==> src/rtl/core_s2_mem_ctrl_if.sv <==
// Data-cache request/response channel between the stage-2 memory controller
// (master) and the data cache (slave).
interface core_s2_mem_ctrl_if;
    logic        dcache_req_valid;
    logic        dcache_req_ready;
    logic [31:0] dcache_req_addr;
    logic        dcache_req_we;
    logic [3:0]  dcache_req_wmask;
    logic [31:0] dcache_req_wdata;
    logic        dcache_rsp_valid;
    logic [31:0] dcache_rsp_data;

    modport master (
        output dcache_req_valid,
        output dcache_req_addr,
        output dcache_req_we,
        output dcache_req_wmask,
        output dcache_req_wdata,
        input  dcache_req_ready,
        input  dcache_rsp_valid,
        input  dcache_rsp_data
    );

    modport slave (
        input  dcache_req_valid,
        input  dcache_req_addr,
        input  dcache_req_we,
        input  dcache_req_wmask,
        input  dcache_req_wdata,
        output dcache_req_ready,
        output dcache_rsp_valid,
        output dcache_rsp_data
    );
endinterface

==> src/rtl/core_s2_mem_ctrl.sv <==
// Stage-2 load/store controller: issues one data-cache access at a time,
// stalls the pipeline while it is in flight and extends load results.
module core_s2_mem_ctrl (
    input  logic                      clk,
    input  logic                      rst_n,
    input  logic                      s2_valid,
    input  logic [1:0]                mem_op,
    input  logic [1:0]                mem_size,
    input  logic                      mem_unsigned,
    input  logic [31:0]               mem_addr,
    input  logic [31:0]               mem_wdata,
    input  logic                      flush,
    core_s2_mem_ctrl_if.master        dcache,
    output logic                      stall,
    output logic                      done,
    output logic [31:0]               load_data,
    output logic                      misaligned
);
    typedef enum logic [2:0] {IDLE, REQ, WAIT, DRAIN, DONE} state_t;

    state_t      state_reg, state_next;
    logic [31:0] addr_reg;
    logic        we_reg;
    logic [3:0]  wmask_reg;
    logic [31:0] wdata_reg;
    logic [1:0]  size_reg;
    logic        unsigned_reg;
    logic [31:0] load_data_reg;

    logic        is_mem;
    logic        addr_bad;
    logic        start;
    logic        capture_load;
    logic [1:0]  size_eff;
    logic [3:0]  wmask_in;
    logic [31:0] wdata_in;
    logic [31:0] rsp_shift;
    logic [31:0] load_ext;

    // Size 3 behaves as a word access everywhere, so normalise it once here.
    assign size_eff   = (mem_size == 2'd3) ? 2'd2 : mem_size;
    assign is_mem     = s2_valid && (mem_op == 2'd1 || mem_op == 2'd2) && !flush;
    assign addr_bad   = (size_eff == 2'd1 && mem_addr[0]) ||
                        (size_eff == 2'd2 && mem_addr[1:0] != 2'b00);
    assign misaligned = (state_reg == IDLE) && is_mem && addr_bad;
    assign start      = (state_reg == IDLE) && is_mem && !addr_bad;

    always_comb begin
        wmask_in = 4'b1111;
        wdata_in = mem_wdata;
        case (size_eff)
            2'd0: begin
                wmask_in = 4'b0001 << mem_addr[1:0];
                wdata_in = {4{mem_wdata[7:0]}};
            end
            2'd1: begin
                wmask_in = 4'b0011 << {mem_addr[1], 1'b0};
                wdata_in = {2{mem_wdata[15:0]}};
            end
            default: ;
        endcase
    end

    assign rsp_shift = dcache.dcache_rsp_data >> {addr_reg[1:0], 3'b000};

    always_comb begin
        load_ext = rsp_shift;
        case (size_reg)
            2'd0: load_ext = {{24{!unsigned_reg && rsp_shift[7]}}, rsp_shift[7:0]};
            2'd1: load_ext = {{16{!unsigned_reg && rsp_shift[15]}}, rsp_shift[15:0]};
            default: ;
        endcase
    end

    always_ff @(posedge clk) begin
        if (!rst_n) begin
            state_reg <= IDLE;
        end else begin
            state_reg <= state_next;
        end
    end

    always_comb begin
        state_next              = state_reg;
        dcache.dcache_req_valid = 1'b0;
        stall                   = 1'b0;
        done                    = 1'b0;
        capture_load            = 1'b0;
        case (state_reg)
            IDLE: begin
                stall = start;
                if (start) state_next = REQ;
            end
            REQ: begin
                dcache.dcache_req_valid = 1'b1;
                stall                   = 1'b1;
                if (dcache.dcache_req_ready) state_next = flush ? DRAIN : WAIT;
                else if (flush)              state_next = IDLE;
            end
            WAIT: begin
                stall = 1'b1;
                if (dcache.dcache_rsp_valid) begin
                    state_next   = flush ? IDLE : DONE;
                    capture_load = !flush;
                end else if (flush) begin
                    state_next = DRAIN;
                end
            end
            DRAIN: begin
                stall = 1'b1;
                if (dcache.dcache_rsp_valid) state_next = IDLE;
            end
            DONE: begin
                done       = 1'b1;
                state_next = IDLE;
            end
            default: state_next = IDLE;
        endcase
    end

    always_ff @(posedge clk) begin
        if (!rst_n) begin
            addr_reg      <= '0;
            we_reg        <= 1'b0;
            wmask_reg     <= '0;
            wdata_reg     <= '0;
            size_reg      <= '0;
            unsigned_reg  <= 1'b0;
            load_data_reg <= '0;
        end else begin
            if (start) begin
                addr_reg     <= mem_addr;
                we_reg       <= (mem_op == 2'd2);
                wmask_reg    <= wmask_in;
                wdata_reg    <= wdata_in;
                size_reg     <= size_eff;
                unsigned_reg <= mem_unsigned;
            end
            // Stores complete with a zero result so writeback never sees stale data.
            if (capture_load) load_data_reg <= we_reg ? 32'd0 : load_ext;
        end
    end

    assign dcache.dcache_req_addr  = {addr_reg[31:2], 2'b00};
    assign dcache.dcache_req_we    = we_reg;
    assign dcache.dcache_req_wmask = wmask_reg;
    assign dcache.dcache_req_wdata = wdata_reg;
    assign load_data               = load_data_reg;
endmodule

==> src/flat_wrapper.sv <==
// flat-port wrapper written by rule: the top's interface ports become plain ports
module core_s2_mem_ctrl_flat 
  (clk, rst_n, s2_valid, mem_op, mem_size, mem_unsigned, mem_addr, mem_wdata, flush, stall, done, load_data, misaligned, dcache_dcache_req_valid, dcache_dcache_req_addr, dcache_dcache_req_we, dcache_dcache_req_wmask, dcache_dcache_req_wdata, dcache_dcache_req_ready, dcache_dcache_rsp_valid, dcache_dcache_rsp_data);
  core_s2_mem_ctrl_if dcache_i ();
  input  logic clk;
  input  logic rst_n;
  input  logic s2_valid;
  input  logic [1:0] mem_op;
  input  logic [1:0] mem_size;
  input  logic mem_unsigned;
  input  logic [31:0] mem_addr;
  input  logic [31:0] mem_wdata;
  input  logic flush;
  output logic stall;
  output logic done;
  output logic [31:0] load_data;
  output logic misaligned;
  output wire logic [$bits(dcache_i.dcache_req_valid)-1:0] dcache_dcache_req_valid;
  output wire logic [$bits(dcache_i.dcache_req_addr)-1:0] dcache_dcache_req_addr;
  output wire logic [$bits(dcache_i.dcache_req_we)-1:0] dcache_dcache_req_we;
  output wire logic [$bits(dcache_i.dcache_req_wmask)-1:0] dcache_dcache_req_wmask;
  output wire logic [$bits(dcache_i.dcache_req_wdata)-1:0] dcache_dcache_req_wdata;
  input wire logic [$bits(dcache_i.dcache_req_ready)-1:0] dcache_dcache_req_ready;
  input wire logic [$bits(dcache_i.dcache_rsp_valid)-1:0] dcache_dcache_rsp_valid;
  input wire logic [$bits(dcache_i.dcache_rsp_data)-1:0] dcache_dcache_rsp_data;
  assign dcache_dcache_req_valid = dcache_i.dcache_req_valid;
  assign dcache_dcache_req_addr = dcache_i.dcache_req_addr;
  assign dcache_dcache_req_we = dcache_i.dcache_req_we;
  assign dcache_dcache_req_wmask = dcache_i.dcache_req_wmask;
  assign dcache_dcache_req_wdata = dcache_i.dcache_req_wdata;
  assign dcache_i.dcache_req_ready = dcache_dcache_req_ready;
  assign dcache_i.dcache_rsp_valid = dcache_dcache_rsp_valid;
  assign dcache_i.dcache_rsp_data = dcache_dcache_rsp_data;
  core_s2_mem_ctrl u_core (.clk(clk), .rst_n(rst_n), .s2_valid(s2_valid), .mem_op(mem_op), .mem_size(mem_size), .mem_unsigned(mem_unsigned), .mem_addr(mem_addr), .mem_wdata(mem_wdata), .flush(flush), .dcache(dcache_i), .stall(stall), .done(done), .load_data(load_data), .misaligned(misaligned));
endmodule
==> config.mk <==
export PLATFORM = sky130hd
export DESIGN_NAME = core_s2_mem_ctrl_flat
export DESIGN_NICKNAME = d
export VERILOG_FILES = /design/src/rtl/core_s2_mem_ctrl_if.sv /design/src/rtl/core_s2_mem_ctrl.sv /design/src/flat_wrapper.sv
export SDC_FILE = /design/constraint.sdc
export NUM_CORES = 1
export LEC_CHECK = 0
export CAP_MARGIN = 20
export CORE_MARGIN = 8
export CORE_UTILIZATION = 47
export CTS_BUF_LIST = sky130_fd_sc_hd__clkbuf_4
export DETAILED_ROUTE_END_ITERATION = 8
export PLACE_DENSITY = 0.88
export SYNTH_ARGS = -nofsm -noshare
export SYNTH_HDL_FRONTEND = slang
export SYNTH_SLANG_ARGS = --single-unit
export TNS_END_PERCENT = 10
==> constraint.sdc <==
create_clock -name clk -period 3 [get_ports clk]
set_clock_uncertainty 0.1 [all_clocks]
set_input_delay 0.6 -clock clk [delete_from_list [all_inputs] [get_ports clk]]
set_output_delay 0.6 -clock clk [all_outputs]
set_load 0.01 [all_outputs]
Figure 1. Zoomed window.
Region (47, 47) to (72, 72) um. Cells in grey, sequential cells in the stronger grey; small squares are vias.
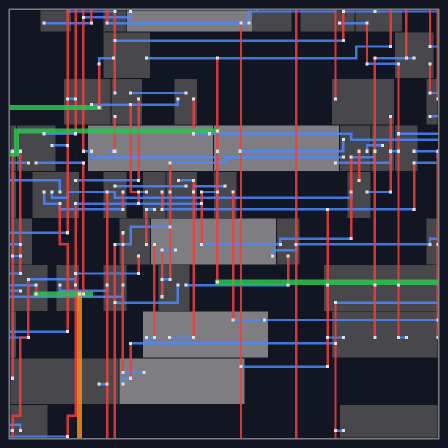
[red] metal 2
[green] metal 3
[blue] metal 1
[orange] metal 4
most frequent: nand2_1 (9), a21oi_1 (5), dfxtp_1 (5)
sequential cells in the window: 5
netlist names of flops here include: u_core.addr_reg (2), u_core.size_reg (2)
cells with their middle in the window: 32

Figure 2. Cell sizes after repair.
Scale: 4 px per um.
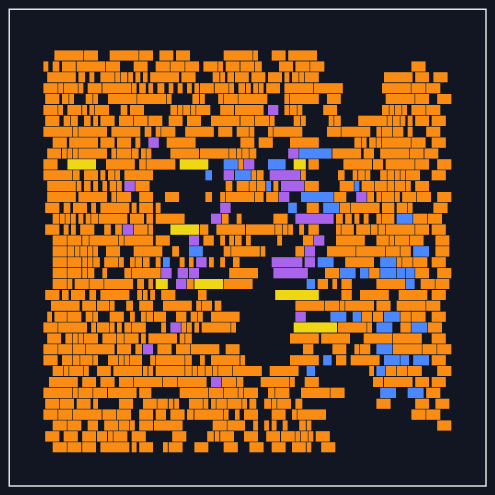
[purple] _3 and _4 cells | cells: 29 | share: 3.8% | most used: buf_4
[yellow] _6 and larger | cells: 8 | share: 1.0% | most used: buf_12
[orange] _0 and _1 cells | cells: 690 | share: 90% | most used: clkdlybuf4s50_1
[blue] _2 cells | cells: 37 | share: 4.8% | most used: mux2_2

Figure 3. Track usage over the die.
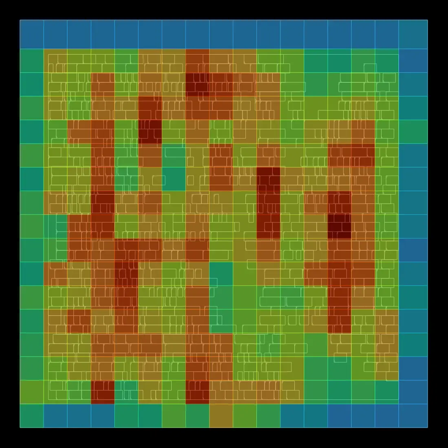
fin util: 69.4%
busiest grt layer: met2

==> run_results.csv <==
group,metric,value,unit
synthesis,synthCells,596,
layout,final_cells,900,
placed_design,hpwl,12.6,mm
flow_run,warnings,26,
placed_design,dp_cells,885,
floorplan,die_area,14100,um^2
global_route,grt_first_pass_wirelength,25.5,mm
synthesis,yosys_cells,596,
clocking,clock_path_buffers,2,
timing,relSlewSlack,32.6,%
synthesis,ys_sh_simple,19.7,%
clocking,post_cts_buffers,0,
routing,wl_per_cell,18.0,um
synthesis,common_cells,"nand2_1, dfxtp_1, a21oi_1",
synthesis,ys.flop_type,"dfxtp_1",
timing,hold_viol,0,
timing,tns,0,ns
synthesis,yosysWarnings,0,
worst_setup_path,crit_path_start_kind,"input pin",
routing,drt_first_pass_iters,6,
clocking,htreeDepth,3,
synthesis,syn-cell-area,4970,um^2
floorplan,die_h,119,um
synthesis,synth_adder_area_share,0.252,%
clocking,numCtsBuffers,9,
synthesis,yosys.area_share.aoi,17.9,%
synthesis,synth_flops,107,
timing,hold_ws,0.363,ns
layout,area_growth,43.6,%
flow_run,drv_cap,0,
min_path,hp-start,"u_core.load_data[9]",
routing,via_per_inst,5.44,
synthesis,avgSynthCellArea,8.34,um^2
synthesis,synth_top_area_share,43.1,%
clocking,clk_pin_slew,0.15,ns
routing,ant_nets,0,
layout,nNetsFinal,868,
layout,diodes,0,
synthesis,synthMuxAreaShare,9.59,%
layout,drive_above_1_share,9.69,%
floorplan,die_x,119,um
run_status,status,"complete, no violations",
routing,drcViolationCount,0,
power_and_ir_drop,p_leak,0.00250,uW
power_and_ir_drop,vdd_drop_max,0.266,mV
synthesis,yosysMostFrequentCell,"nand2_1",
synthesis,xor_share,0.176,%
timing,worst_pin_slew,1.01,ns
timing,fmax,347,MHz
power_and_ir_drop,p_per_area,387,nW/um^2
synthesis,synth.distinct_cells,43,
worst_setup_path,required,2.30,ns
global_route,gr-total-overflow,0,
timing,finalCriticalPeriod,2.88,ns
worst_setup_path,crit_type,"input pin to output pin",
placed_design,port_buffers,209,
worst_setup_path,timing.rr.start,"u_core.state_reg[2]",
worst_setup_path,cp_max_fo,2,
timing,rsz0062_at_grt,"no",
routing,drtIter0Drc,368,
clocking,cts.sinks,107,
synthesis,edf_count,0,
placed_design,finalWeightedCongestion,0.860,
global_route,grt_pass1_vias,5017,
timing,setup_viol,0,
floorplan,placementRows,37,
synthesis,ys_seq_share,43.1,%
synthesis,top_area_cell,"dfxtp_1",
synthesis,synth-async-reset-ratio,0,%
clocking,root_buffer,"clkbuf_4",
synthesis,top_logic_kind,"simple AND/OR/NAND/NOR gates",
clocking,cts_tree,"yes",
global_route,antenna_found_initial,0,
global_route,grt_start_max_net_pins,83,
min_path,hold_path_class,"register to register",
floorplan,coreArea,10300,um^2
worst_setup_path,critPathLaunch,"mem_op[0]",
floorplan,fp_util,48.4,%
synthesis,area_leaders,"dfxtp_1, nand2_1, a21oi_1",
synthesis,synth_chip_area,4970,um^2
timing,finalCritPeriodShare,96.1,%
worst_setup_path,crit_path_end_kind,"output pin",
global_route,grt_usage,22.1,%
floorplan,boundaryPins,212,
clocking,clk_latency,0.46,ns
worst_setup_path,worst_ep_arrival_time,2.18,ns
timing,slew_viol_final,0,
Figure 4. Sequential cells coloured by netlist name.
Scale: 3 px per um. Other sequential cells in the stronger grey, the rest of the logic in the fainter grey.
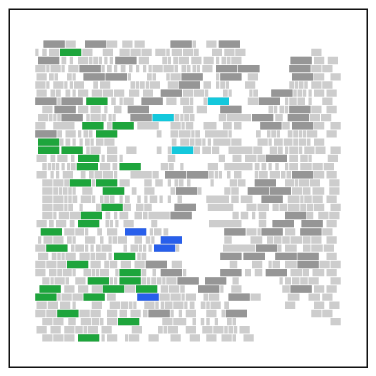
[blue] u_core.dcache.dcache_req_wmask | flops: 4
[green] u_core.dcache.dcache_req_wdata | flops: 32
[cyan] u_core.state_reg | flops: 3
not coloured: 68

Figure 5. Metal 2.
Scale: 3 px per um.
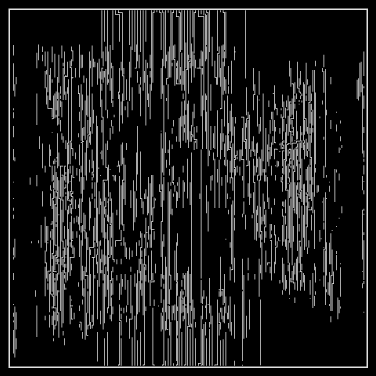
wire length on this layer: 7800 um
longest straight run: 52.7 um
main direction: vertical
final wirelength: 16.2 mm
Via Count: 4900
routing usage on met2: 37.9%

[cells in the final DEF (no fill, tap or decap), types with 14 or more instances in the layout]
cell type	instances
mux2_2	17
buf_4	14
a21oi_1	63
clkdlybuf4s50_1	207
nand2_1	151
o21ai_0	17
a22oi_1	17
nor2_1	32
dfxtp_1	107
mux2i_1	24
[cell type report]
type / count / area, um^2
flip-flops and latches: 107 / 2140
clock inverters: 6 / 88.8
inverters: 5 / 18.8
fillers: 811 / 3140
clock buffers: 9 / 67.6
well taps: 136 / 170
multi-input cells: 410 / 2380
repair buffers: 227 / 2270
[critical path, cell delays in order]
cell and delay (ns):
clkdlybuf4s50_1 0.46, inv_1 0.04, ha_1 0.28, nor3b_1 0.19, buf_4 0.16, nand4_1 0.11
a21oi_1 0.17, clkbuf_2 0.18
[path summary, 6_finish.rpt]
path                     endpoint  cells past startpoint  slack, ns
max                         stall                      8       0.12
min           u_core.load_data[9]                      2       0.36
max reg2reg  u_core.load_data[10]                      6       0.86
min reg2reg   u_core.load_data[9]                      2       0.36
[cells by family (layout without fill, tap and decap cells)]
family,Yosys count,in the layout
DFF,107,107
other,1,2
muxes,43,43
buffers and inverters,80,247
AOI/OAI and AO/OA,143,143
and+or+nand+nor,220,220
adders and majority gates,1,1
xor gates and xnor gates,1,1
[where the power goes]
part / switching, uW / leakage, uW / internal [uW]
Sequential: 21.9 / 0.000865 / 1450
Clock: 473 / 0.0000805 / 337
Combinational: 214 / 0.00155 / 262
Total: 709 / 0.00250 / 2050
[per-stage QoR]
step | util [%] | setup WS (ns) | area [um^2] | total power, uW
6_report | 69.4 | 0.116 | 7140 | 2760
3_3_place_gp | 68.0 | -0.292 | 6990 | 1970
2_1_floorplan | - | 0.544 | 4970 | 1710
3_5_place_dp | 68.0 | -0.293 | 6990 | 1980
4_1_cts | 69.5 | 0.00799 | 7150 | 2780
5_1_grt | 69.4 | 0.0501 | 7140 | 2880
[routing by layer]
metal  part of all wire, %  global-route usage [%]
met5                     0                       0
met4                   2.6                    8.46
met3                    12                    11.4
met2                    48                    37.9
met1                    37                    22.4
[timing repair]
action | in CTS | in global routing
gates cloned | 0 | 0
hold buffers | 0 | 0
gates resized | 5 | 2
endpoints found under the setup margin | 2 | 2
pin swaps | 0 | 0
Power figures rest on the tool's default switching activity, not on a simulated workload.
